==> config.mk <==
export PLATFORM = sky130hd
export DESIGN_NAME = rr_skid_arbiter
export DESIGN_NICKNAME = d
export VERILOG_FILES = /design/src/rtl/rr_skid_arbiter.sv
export SDC_FILE = /design/constraint.sdc
export NUM_CORES = 1
export LEC_CHECK = 0
export CAP_MARGIN = 20
export CORE_MARGIN = 4
export CORE_UTILIZATION = 44
export CTS_CLUSTER_SIZE = 20
export DETAILED_ROUTE_END_ITERATION = 16
export GPL_ROUTABILITY_DRIVEN = 1
export PLACE_DENSITY = 0.93
export SLEW_MARGIN = 20
export SYNTH_ARGS = -nofsm -noshare
export SYNTH_HDL_FRONTEND = slang
export SYNTH_SLANG_ARGS = --single-unit
==> constraint.sdc <==
create_clock -name clk -period 2.28 [get_ports clk]
set_clock_uncertainty 0.1 [all_clocks]
set_input_delay 0.456 -clock clk [delete_from_list [all_inputs] [get_ports clk]]
set_output_delay 0.456 -clock clk [all_outputs]
set_load 0.02 [all_outputs]
### Wires at chosen ports, followed through buffers

Bar = 20 um.
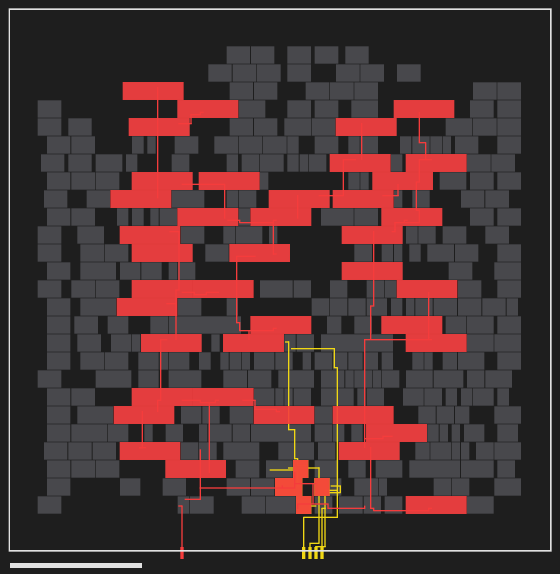
yellow -> in_ready  # direction output, edge bottom, end cells 4, wire 113 um
red -> reset  # direction input, edge bottom, end cells 44, wire 313 um
port bufs: 93
I/O Pins: 94

### Clock routing

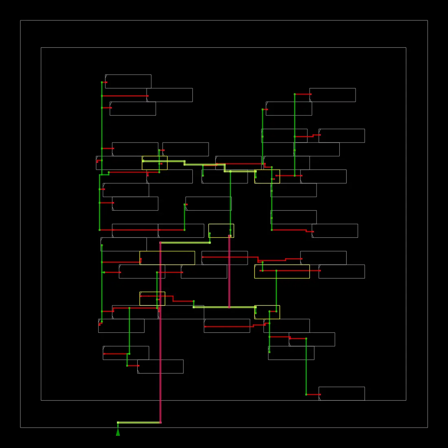
flop count: 40
CTS sink cnt: 40

### Wiring by layer

Two of the layers only.
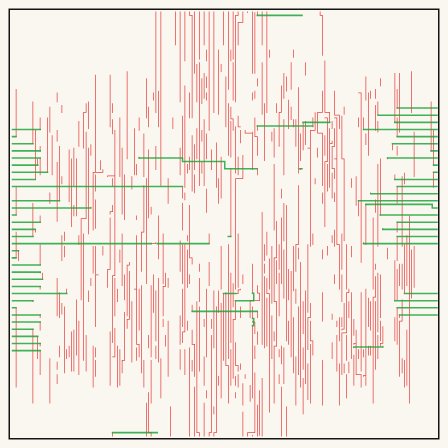
green -> metal 3  # wire length 502 um
red -> metal 2  # wire length 3,470 um
Via Count: 2,133
GRT Resource Usage Total: 19.7%

### The metal 1 layer

Supply wires on this layer in gray.
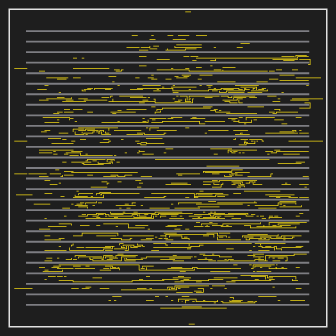
share of all routed wire = 37%
longest straight run = 29.4 um
nets with wire on the layer = 352
main direction = horizontal
wire length on this layer = 2,350 um
drt total wl: 6.41 mm
met1 usage: 20.9%

==> out/results.ini <==
[synthesis]
xor_share_pct=0
synth.avg_cell_area_sq_um=10.7
netlist_top_cells_count=dfrtp_1 (40), mux2i_1 (32), o21ai_1 (23)
synth_dominant_cell_count=dfrtp_1
synth.yosys.seq_area_share_pct=42.0
top_area_cell=dfrtp_1
ys_chip_area_sq_um=2380
ys.flop_type=dfrtp_1
ys_top_logic_family=multiplexers

[timing]
fin_crit_sh_pct=107
tightest_slew_ns=0.322
setup_viol=4
rsz0062_at_grt=yes
final.min_clock_period_ns=2.45
fmaxAchievable_ghz=0.409
setup_tns_ns=-0.526
maxSlewHeadroom_pct=78.5
worst_slack_ns=-0.167
hold_violations=0

[route]
drtIter0Drc=75
ant_nets=0
drt_pass1_iterations=4
routedWlPerCell_um=15.6
wl_met3_um=502
drc=0
via_per_inst=5.19

[pwr]
pwr-share-comb_pct=58.0
p_int_mw=2.85
p_switching_mw=1.76
p_comb_mw=2.68
p_leak_nw=1.72
powerSeq_mw=1.27
cellPowerDensity_nw_per_um2=1240
peakVddDrop_v=0.000613
finalPower_mw=4.61
maxPowerGroup=combinational cells

[final_layout]
dominant_cells=multi-input combinational cells
comb_share_pct=34.6
area_share_nonclk_buffers_pct=32.3
sh_seq_area_pct=26.9
logic_area_sq_um=1290
nNonClkInverters=4
syn_to_final_growth_pct=56.2
regArea_sq_um=1000
final-clk-cell-share_pct=3.46
layout_top_cell=clkdlybuf4s50_1
postLayoutCoreUtil_pct=72.0

[critical_path]
cp.depth=8
worst_path_max_delay_cell=dlygate4sd2_1
worstSetupPathType=in -> out
path_common_cell=buf_4
critical_path_arrival_ns=1.89
worstSetupStartpointType=input pin
end_kind=output port
cp_top_family=buffers and inverters
crit_required_ns=1.72
regToRegSetupSlack_ns=0.04
cp_max_fo=4
cp_num_buf_inv=4
crit_path_max_incr_delay_ns=0.28

[run_status]
run_status=finished, violations left
violations=setup timing

[flow_run]
warning_count=31
drv_cap=0

[die]
chip_area_sq_um=6660
fp.coreArea_sq_um=5170
num_rows=26
fp_util_pct=46.1

[place]
hpwl_mm=4.76
preCtsSetupSlack_ns=-0.932
placed_area_sq_um=3430

[grt]
grt_max_degree=27
grt_pass1_vias=2224

[clocking]
insertion_delay_ns=0.29
root_buffer=clkbuf_8

Power and IR drop assume default switching activity.
